[config.mk]
export PLATFORM = sky130hd
export DESIGN_NAME = demux_1_n_stream
export DESIGN_NICKNAME = d
export VERILOG_FILES = /design/src/rtl/demux_pkg.sv /design/src/rtl/demux_decode.sv /design/src/rtl/demux_1_n_stream.sv
export SDC_FILE = /design/constraint.sdc
export NUM_CORES = 1
export LEC_CHECK = 0
export CORE_MARGIN = 5
export CORE_UTILIZATION = 53
export CTS_BUF_LIST = sky130_fd_sc_hd__clkbuf_4
export DETAILED_ROUTE_END_ITERATION = 16
export GPL_TIMING_DRIVEN = 0
export PLACE_DENSITY = 0.87
export SLEW_MARGIN = 40
export SYNTH_ARGS = -nofsm -noshare
export SYNTH_HDL_FRONTEND = slang
export SYNTH_SLANG_ARGS = --single-unit
[constraint.sdc]
create_clock -name i_clk -period 3.5 [get_ports i_clk]
set_clock_uncertainty 0.05 [all_clocks]
set_input_delay 0.875 -clock i_clk [delete_from_list [all_inputs] [get_ports i_clk]]
set_output_delay 0.875 -clock i_clk [all_outputs]
set_load 0.01 [all_outputs]
[src/rtl/demux_pkg.sv]
// Shared constants, state names and select-width helper for the 1:N stream demux.
package demux_pkg;

  localparam int N_CH_DEF   = 8;
  localparam int DATA_W_DEF = 1;
  localparam int CNT_W_DEF  = 8;

  // Implicit holding state, derived from the pending mask (never stored separately).
  typedef enum logic {
    ST_EMPTY = 1'b0,
    ST_HOLD  = 1'b1
  } dmx_state_e;

  // Select width: enough bits to name every channel, never narrower than one bit.
  function automatic int sel_w(input int n);
    return (n <= 2) ? 1 : $clog2(n);
  endfunction

endpackage

[src/rtl/demux_decode.sv]
// Combinational destination decode: select code / broadcast -> target channel mask.
// An out-of-range select yields an empty mask and raises sel_oor.
module demux_decode
  import demux_pkg::*;
#(
  parameter int N_CH  = N_CH_DEF,
  parameter int SEL_W = sel_w(N_CH)
) (
  input  logic [SEL_W-1:0] sel_code,
  input  logic             bcast,
  output logic [N_CH-1:0]  tgt_mask,
  output logic             sel_oor
);

  // Broadcast wins over the select code; otherwise one-hot of an in-range code.
  always_comb begin
    tgt_mask = '0;
    sel_oor  = 1'b0;
    if (bcast) begin
      tgt_mask = '1;
    end else if (int'(sel_code) >= N_CH) begin
      sel_oor = 1'b1;
    end else begin
      for (int k = 0; k < N_CH; k++) begin
        tgt_mask[k] = (int'(sel_code) == k);
      end
    end
  end

endmodule

[src/rtl/demux_1_n_stream.sv]
// 1:N stream demultiplexer with a single shared output register, a per-channel
// pending mask (independent per-channel handshakes), broadcast support, a sticky
// out-of-range error flag and per-channel wrapping delivery counters.
module demux_1_n_stream
  import demux_pkg::*;
#(
  parameter  int N_CH   = N_CH_DEF,
  parameter  int DATA_W = DATA_W_DEF,
  parameter  int CNT_W  = CNT_W_DEF,
  localparam int SEL_W  = sel_w(N_CH)
) (
  input  logic                    i_clk,
  input  logic                    i_rst,
  input  logic                    i_valid,
  input  logic [DATA_W-1:0]       i_a,
  input  logic [SEL_W-1:0]        i_sel_code,
  input  logic                    i_bcast,
  output logic                    o_ready,
  output logic [DATA_W-1:0]       o_code,
  output logic [N_CH-1:0]         o_valid,
  input  logic [N_CH-1:0]         i_ready,
  output logic                    o_err,
  output logic [N_CH*CNT_W-1:0]   o_cnt
);

  logic [N_CH-1:0]             pend_q;
  logic [N_CH-1:0]             pend_d;
  logic [N_CH-1:0]             tgt_mask;
  logic [N_CH-1:0]             dlv;
  logic [DATA_W-1:0]           code_q;
  logic                        err_q;
  logic [N_CH-1:0][CNT_W-1:0]  cnt_q;
  logic                        sel_oor;
  logic                        drain_all;
  logic                        xfer;
  dmx_state_e                  st;

  demux_decode #(
    .N_CH  (N_CH),
    .SEL_W (SEL_W)
  ) u_decode (
    .sel_code (i_sel_code),
    .bcast    (i_bcast),
    .tgt_mask (tgt_mask),
    .sel_oor  (sel_oor)
  );

  // Per-channel deliveries happen wherever a pending bit meets its ready.
  assign dlv       = pend_q & i_ready;
  // Every still-pending channel delivers this cycle, so the register frees up now.
  assign drain_all = ((pend_q & ~i_ready) == '0);
  assign st        = (pend_q == '0) ? ST_EMPTY : ST_HOLD;
  assign o_ready   = (st == ST_EMPTY) || drain_all;
  assign xfer      = i_valid & o_ready;

  assign o_valid = pend_q;
  assign o_code  = code_q;
  assign o_err   = err_q;
  assign o_cnt   = cnt_q;

  // Next pending mask: a new transfer replaces the (fully draining) mask,
  // otherwise delivered channels drop out. Out-of-range items load an empty mask.
  always_comb begin
    pend_d = pend_q & ~i_ready;
    if (xfer) begin
      pend_d = tgt_mask;
    end
  end

  // Output register, pending mask and sticky error flag.
  always_ff @(posedge i_clk) begin
    if (i_rst) begin
      pend_q <= '0;
      code_q <= '0;
      err_q  <= 1'b0;
    end else begin
      pend_q <= pend_d;
      // Discarded items leave the payload register untouched.
      if (xfer && !sel_oor) begin
        code_q <= i_a;
      end
      if (xfer && sel_oor) begin
        err_q <= 1'b1;
      end
    end
  end

  // Per-channel delivery counters, wrapping naturally at 2^CNT_W.
  always_ff @(posedge i_clk) begin
    if (i_rst) begin
      cnt_q <= '0;
    end else begin
      for (int k = 0; k < N_CH; k++) begin
        if (dlv[k]) begin
          cnt_q[k] <= cnt_q[k] + 1'b1;
        end
      end
    end
  end

endmodule

==> reports/metrics.yaml <==
setup_path:
  end_kind: "output pin"
  r2r-start: "o_valid[3]"
  worstSetupPathType: "input port to output pin"
  required_ns: 2.57
  path_buffers: 2
  cp_slowest_cell: "clkdlybuf4s50_1"
  r2r-end: "o_valid[1]"
status:
  status: "finished, final reports clean"
routing:
  finalWirelength_um: 7700
  first_pass_iters: 4
global_route:
  grt_max_degree: 13
  track_usage_pct: 20.5
  grt-ovfl-total: 0
cells_and_area:
  antenna_cells: 0
  logic_gate_count: 276
  seq_cell_count: 73
  post-route-util_pct: 74.1
  fin_cells: 550
sta:
  finalWorstSetupSlack_ns: 0.242
  setup_viol: 0
  fin_crit_sh_pct: 93.1
  rsz0062_at_grt: "false"
placed_design:
  hpwl_um: 5620
pwr:
  p_per_area_nw_per_um2: 377
clock_tree:
  path_clk_slew_ns: 0.11
[metal layers]
metal | vias up | track usage (%) | wire length [um]
li1 | 1473 | - | -
met1 | 1359 | 25.4 | 3500
met3 | 13 | 4.47 | 452
met5 | - | 0 | 0
met4 | 0 | 9.89 | 130
met2 | 97 | 33.7 | 3610
[power groups by stage]
| stage | registers (W) | clock network [W] | logic, W |
|---|---|---|---|
| after floorplan | 0.000885 | 0 | 0.0000724 |
| after global placement | 0.000881 | 0 | 0.000153 |
| after detailed placement | 0.000882 | 0 | 0.000156 |
| after CTS | 0.000863 | 0.000658 | 0.000156 |
| after global routing | 0.000867 | 0.000693 | 0.000171 |
| final | 0.000864 | 0.000647 | 0.000156 |
[cells by family after synthesis]
| family | after synthesis |
|---|---|
| AOI/OAI and AO/OA | 39 |
| xor gates and xnor gates | 48 |
| adders and majority gates | 8 |
| buffers and inverters | 21 |
| DFF | 73 |
| muxes | 3 |
| other | 1 |
| and+or+nand+nor | 177 |
[synthesized netlist by cell type]
library cell | count | area [um^2]
ha_1 | 8 | 100
nand4_4 | 1 | 21.3
nor3b_1 | 3 | 22.5
xor2_1 | 33 | 289
nand3_4 | 1 | 17.5
dfxtp_1 | 73 | 1460
nand2_1 | 28 | 105
nor3_1 | 5 | 25.0
o21ai_0 | 14 | 70.1
and4_1 | 1 | 8.76
and3b_1 | 2 | 17.5
nand2b_1 | 1 | 6.26
or4b_1 | 1 | 10.0
mux2i_1 | 3 | 30.0
or3_1 | 12 | 75.1
or2b_4 | 4 | 45.0
nor4_1 | 4 | 25.0
buf_4 | 1 | 7.51
a21oi_1 | 21 | 105
xnor2_1 | 15 | 131
nand3_1 | 19 | 95.1
o22ai_2 | 2 | 25.0
or4b_4 | 1 | 13.8
and2_1 | 3 | 18.8
a31oi_1 | 1 | 6.26
or4_1 | 2 | 15.0
clkbuf_1 | 11 | 41.3
o31ai_1 | 1 | 7.51
inv_1 | 9 | 33.8
or2b_2 | 3 | 26.3
and3_1 | 8 | 50.1
nor2_1 | 57 | 214
nand4_1 | 21 | 131
conb_1 | 1 | 3.75
[what timing repair did]
action / 4_1_cts / 5_1_grt
endpoints found under the hold margin: 0 / 0
endpoints found under the setup margin: 1 / 0
resized: 1 / 0
[worst max-delay path by stage]
stage          startpoint  endpoint  slack [ns]  depth (start not counted)
2_1_floorplan  i_ready[0]   o_ready        1.12                          3
3_5_place_dp   i_ready[6]   o_ready       0.006                          5
6_report       i_ready[3]   o_ready        0.24                          5
3_3_place_gp   i_ready[3]   o_ready        0.01                          5
5_1_grt        i_ready[3]   o_ready        0.09                          5
4_1_cts        i_ready[3]   o_ready        0.27                          5
[stage by stage]
step / total power [W] / cell area [um^2]
3_3_place_gp: 0.00103 / 4240
4_1_cts: 0.00168 / 4420
3_5_place_dp: 0.00104 / 4240
6_report: 0.00167 / 4420
2_1_floorplan: 0.000958 / 3260
5_1_grt: 0.00173 / 4420
[flip-flops by register name, indices dropped and copies added (netlist names)]
name     count
o_valid      8
o_cnt       64
o_code       1
[tightest hold or removal path, cell delays in order (launching register included)]
cell and delay [ns]:
dfxtp_1 0.32, o31ai_1 0.07, a21oi_1 0.06
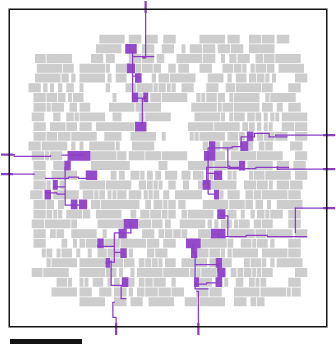
**Above:** I/O nets highlighted.
The bar under the picture is 20 um long.
- purple: `i_ready` (bits 8; direction input; end cells 36; buffers 8; wire 360 um)

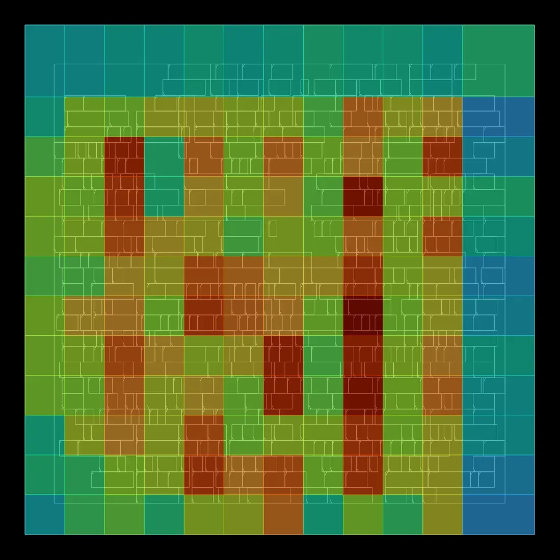
**Above:** congestion heat map.
Routed WL per cell: 14.0 um
GR peak layer: met2

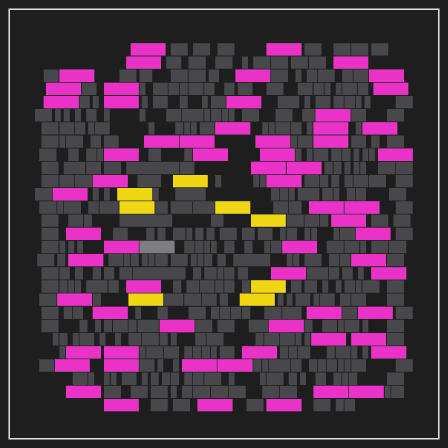
**Above:** register map, names as in the netlist.
Other sequential cells in the stronger grey, the rest of the logic in the fainter grey.
- yellow: `o_valid` (flops 8; where centre)
- magenta: `o_cnt` (flops 64; where all over the die)
- not coloured: 1

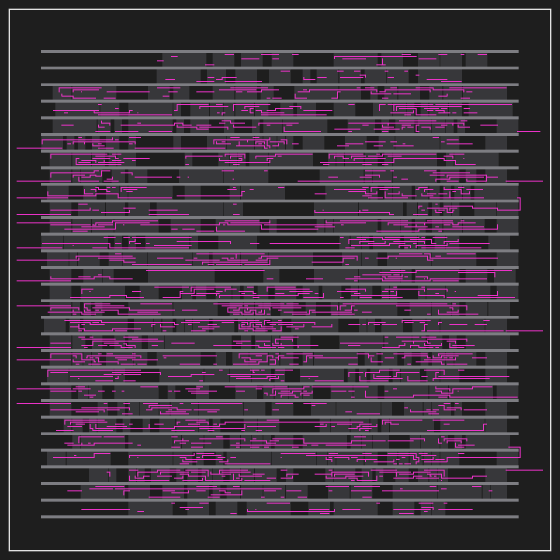
**Above:** the metal 1 layer.
Supply wires on this layer in grey.
- wire length on this layer: 3,500 um
- longest straight run: 27.1 um
- nets with wire on the layer: 448

No activity file was given, so power comes from the tool's default toggle rates.
